### src/rtl/bcd_stopwatch_ctrl.sv
// Stopwatch control for a 5-digit BCD counter: button edges drive a run/lap/pause FSM,
// a prescaler issues count-enable ticks, and the display mux selects live or frozen lap value.
module bcd_stopwatch_ctrl #(
    parameter int TICK_DIV = 50000
) (
    input  logic        clk,
    input  logic        nReset,
    input  logic        btn_ss,
    input  logic        btn_lap,
    input  logic        btn_clr,
    input  logic [19:0] count_in,
    output logic        cnt_en,
    output logic        cnt_clr,
    output logic [19:0] display,
    output logic        running,
    output logic        lap_active,
    output logic        overflow,
    output logic [1:0]  dbg_state
);

    localparam int              PW         = $clog2(TICK_DIV);
    localparam logic [PW-1:0]   PRESC_LAST = PW'(TICK_DIV - 1);

    typedef enum logic [1:0] {
        S_IDLE   = 2'd0,
        S_RUN    = 2'd1,
        S_LAP    = 2'd2,
        S_PAUSED = 2'd3
    } state_t;

    state_t        r_state;
    state_t        w_state_next;
    logic          r_prev_ss;
    logic          r_prev_lap;
    logic          r_prev_clr;
    logic [PW-1:0] r_presc;
    logic [19:0]   r_lap;
    logic          r_cnt_en;
    logic          r_cnt_clr;
    logic          r_overflow;

    logic          w_ss;
    logic          w_clr;
    logic          w_lap;
    logic          w_do_clear;
    logic          w_lap_capture;
    logic          w_advance;

    // One edge per cycle: start/stop beats clear beats lap; losers are dropped.
    assign w_ss  = btn_ss & ~r_prev_ss;
    assign w_clr = btn_clr & ~r_prev_clr & ~w_ss;
    assign w_lap = btn_lap & ~r_prev_lap & ~w_ss & ~(btn_clr & ~r_prev_clr);

    always_comb begin
        w_state_next  = r_state;
        w_do_clear    = 1'b0;
        w_lap_capture = 1'b0;
        case (r_state)
            S_IDLE: begin
                if (w_ss) w_state_next = S_RUN;
            end
            S_RUN: begin
                if (w_ss) begin
                    w_state_next = S_PAUSED;
                end else if (w_lap) begin
                    w_state_next  = S_LAP;
                    w_lap_capture = 1'b1;
                end
            end
            S_LAP: begin
                if (w_ss)       w_state_next = S_PAUSED;
                else if (w_lap) w_state_next = S_RUN;
            end
            S_PAUSED: begin
                if (w_ss) begin
                    w_state_next = S_RUN;
                end else if (w_clr) begin
                    w_state_next = S_IDLE;
                    w_do_clear   = 1'b1;
                end
            end
            default: w_state_next = S_IDLE;
        endcase
    end

    // Advancing on the next state lets the start edge count and the stop edge suppress a tick.
    assign w_advance = (w_state_next == S_RUN) || (w_state_next == S_LAP);

    always_ff @(posedge clk) begin
        if (!nReset) begin
            r_state    <= S_IDLE;
            r_prev_ss  <= 1'b1;
            r_prev_lap <= 1'b1;
            r_prev_clr <= 1'b1;
            r_presc    <= '0;
            r_lap      <= '0;
            r_cnt_en   <= 1'b0;
            r_cnt_clr  <= 1'b1;
            r_overflow <= 1'b0;
        end else begin
            r_state    <= w_state_next;
            r_prev_ss  <= btn_ss;
            r_prev_lap <= btn_lap;
            r_prev_clr <= btn_clr;
            r_cnt_clr  <= w_do_clear;
            r_cnt_en   <= w_advance && (r_presc == PRESC_LAST);
            if (w_do_clear) begin
                r_presc <= '0;
            end else if (w_advance) begin
                if (r_presc == PRESC_LAST) r_presc <= '0;
                else                       r_presc <= r_presc + 1'b1;
            end
            if (w_lap_capture) r_lap <= count_in;
            if (w_do_clear)                              r_overflow <= 1'b0;
            else if (r_cnt_en && count_in == 20'h99999)  r_overflow <= 1'b1;
        end
    end

    assign cnt_en     = r_cnt_en;
    assign cnt_clr    = r_cnt_clr;
    assign running    = (r_state == S_RUN) || (r_state == S_LAP);
    assign lap_active = (r_state == S_LAP);
    assign overflow   = r_overflow;
    assign display    = (r_state == S_LAP) ? r_lap : count_in;
    assign dbg_state  = r_state;

endmodule
### config.mk
export PLATFORM = sky130hd
export DESIGN_NAME = bcd_stopwatch_ctrl
export DESIGN_NICKNAME = d
export VERILOG_FILES = /design/src/rtl/bcd_stopwatch_ctrl.sv
export SDC_FILE = /design/constraint.sdc
export NUM_CORES = 1
export LEC_CHECK = 0
export CELL_PAD_IN_SITES_DETAIL_PLACEMENT = 1
export CELL_PAD_IN_SITES_GLOBAL_PLACEMENT = 1
export CORE_MARGIN = 2
export CORE_UTILIZATION = 38
export CTS_BUF_LIST = sky130_fd_sc_hd__clkbuf_4 sky130_fd_sc_hd__clkbuf_8
export DETAILED_ROUTE_END_ITERATION = 10
export GPL_ROUTABILITY_DRIVEN = 0
export MAX_ROUTING_LAYER = met4
export PLACE_DENSITY_LB_ADDON = 0.15
export SYNTH_ARGS = -nofsm -noshare
export SYNTH_HDL_FRONTEND = slang
export SYNTH_SLANG_ARGS = --single-unit
### constraint.sdc
create_clock -name clk -period 3.45 [get_ports clk]
set_clock_uncertainty 0.2 [all_clocks]
set_input_delay 0.69 -clock clk [delete_from_list [all_inputs] [get_ports clk]]
set_output_delay 0.69 -clock clk [all_outputs]
set_load 0.01 [all_outputs]
==> results.py <==
# Flow results
metrics = {
    "status": {
        "outcome": "completed",
    },
    "cts": {
        "path_clk_slew_ps": 80,
        "clock_sink_count": 44,
        "post_cts_hold_buffers": 0,
        "clock_tree.htree_level_count": 2,
    },
    "drt": {
        "via_cell_ratio": 5.269,
        "routed-via-count": 2039,
        "wl_per_cell_um": 14.57,
        "drt_first_iter_violations": 76,
        "drc": 0,
    },
    "placed_design": {
        "placement.cell_area_um2": 2858,
    },
    "sta": {
        "report.final.setup_viol": 0,
        "totalNegativeSetupSlack_ps": 0,
        "whs_ps": 263.7,
        "finalHoldViolations": 0,
        "setup_slack_ps": 370.1,
        "finalWorstPathRequiredPeriod_ps": 3080,
    },
    "logic_synthesis": {
        "synth_top_flop_cell": "dfxtp_1",
        "yosys_reported_design_area_after_synthesis_um2": 2262,
        "syn-cell-area_um2": 2262,
        "parity_gate_share_of_the_synthesized_area_counting_xor_and_xnor_cells_pct": 3.485,
        "compound_area_share_pct": 16.87,
        "synth_stat.cells": 259,
        "ys_sh_mux_pct": 10.40,
        "yosys.area.top_type": "dfxtp_1",
        "syn_avg_cell_area_um2": 8.734,
    },
    "finish": {
        "max_flop_register": "r_lap",
        "area_growth_pct": 30.59,
    },
    "worst_setup_path": {
        "critical_path.top_delay_family": "buffers and inverters",
        "worst_r2r_startpoint": "dbg_state[0]",
        "timing.critical_path.depth": 5,
        "startpoint": "dbg_state[0]",
        "critPathKind": "reg -> out",
    },
    "power_and_ir_drop": {
        "p_int_uw": 769.4,
        "top_power_group": "registers",
        "net-switching-power_uw": 229.4,
    },
    "die": {
        "die_h_um": 81.16,
        "placeableCoreArea_um2": 5851,
        "design.die.area_um2": 6586,
        "floorplan.rows": 28,
        "ioPinCount": 52,
        "initial_core_util_pct": 38.67,
    },
    "global_routing": {
        "grt_max_degree": 28,
        "grt_use_total_pct": 18.93,
    },
}
stage by stage:
| stage | cells | util [%] |
|---|---|---|
| after floorplan | 259 | - |
| after global placement | 380 | 48.85 |
| after detailed placement | 380 | 48.85 |
| after CTS | 387 | 50.49 |
| after global routing | 387 | 50.49 |
| final | 387 | 50.49 |
cell type report:
type | instances | area (um^2)
fillers | 695 | 2897
multi-input cells | 198 | 1297
flip-flops and latches | 44 | 880.8
repair buffers | 59 | 570.5
clock buffers | 7 | 96.34
well taps | 75 | 93.84
inverters | 4 | 15.01
layer usage:
layer	wire length, um	vias to the layer above	part of all wire, %	track usage, %
li1	-	1013	-	-
met1	2686	973	48	23.27
met2	2580	45	46	31.07
met3	285	8	5.1	4.556
met4	84	0	1.5	5.254
met5	0	-	0	-
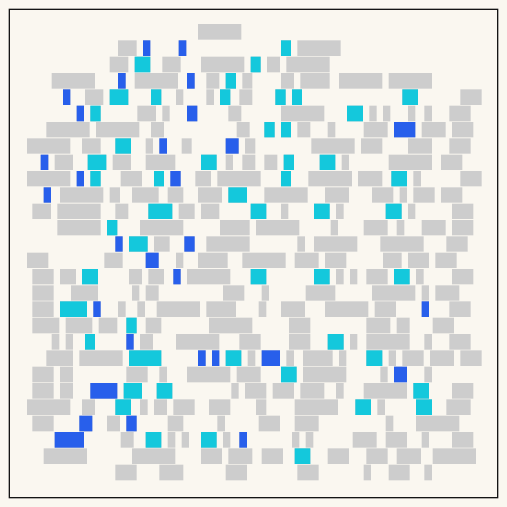
*Logic cells by family*
(6 px per um)
Blue marks NOR gates, cells 30, most used nor2_1. Cyan marks inverting AOI/OAI gates, cells 51, most used a21boi_0, where all over the die.
Post-Layout Cell Count: 387
combinational share of cell area: 43.92%
dominant logic cell type in the layout: clkdlybuf4s50_1

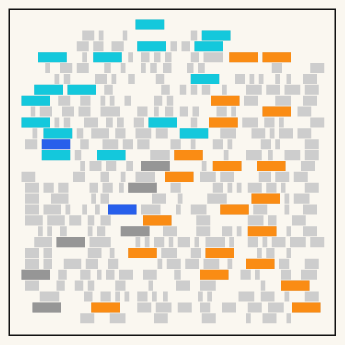
*Where the registers sit*
(4 px per um) Other sequential cells in the stronger grey, the rest of the logic in the fainter grey.
Cyan marks r_presc, sequential cells 16. Blue marks dbg_state, sequential cells 2. Orange marks r_lap, sequential cells 20.
Another 6 sequential cells are not coloured.
end-of-flow core utilization: 50.49%
FF+latch area: 880.8 um^2
flop share of the area: 29.82%
Seq group: 519 uW

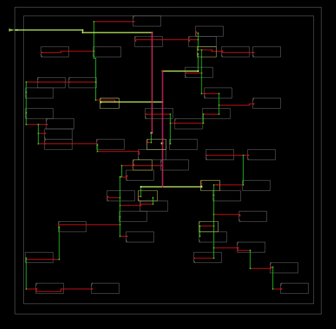
*Clock nets*
Clock group: 346 uW
clock latency on the worst-skew pair: 290 ps
TritonCTS Buffers: 5
Flops: 44
clk_buf instances: 7

No activity file was given, so power comes from the tool's default toggle rates.
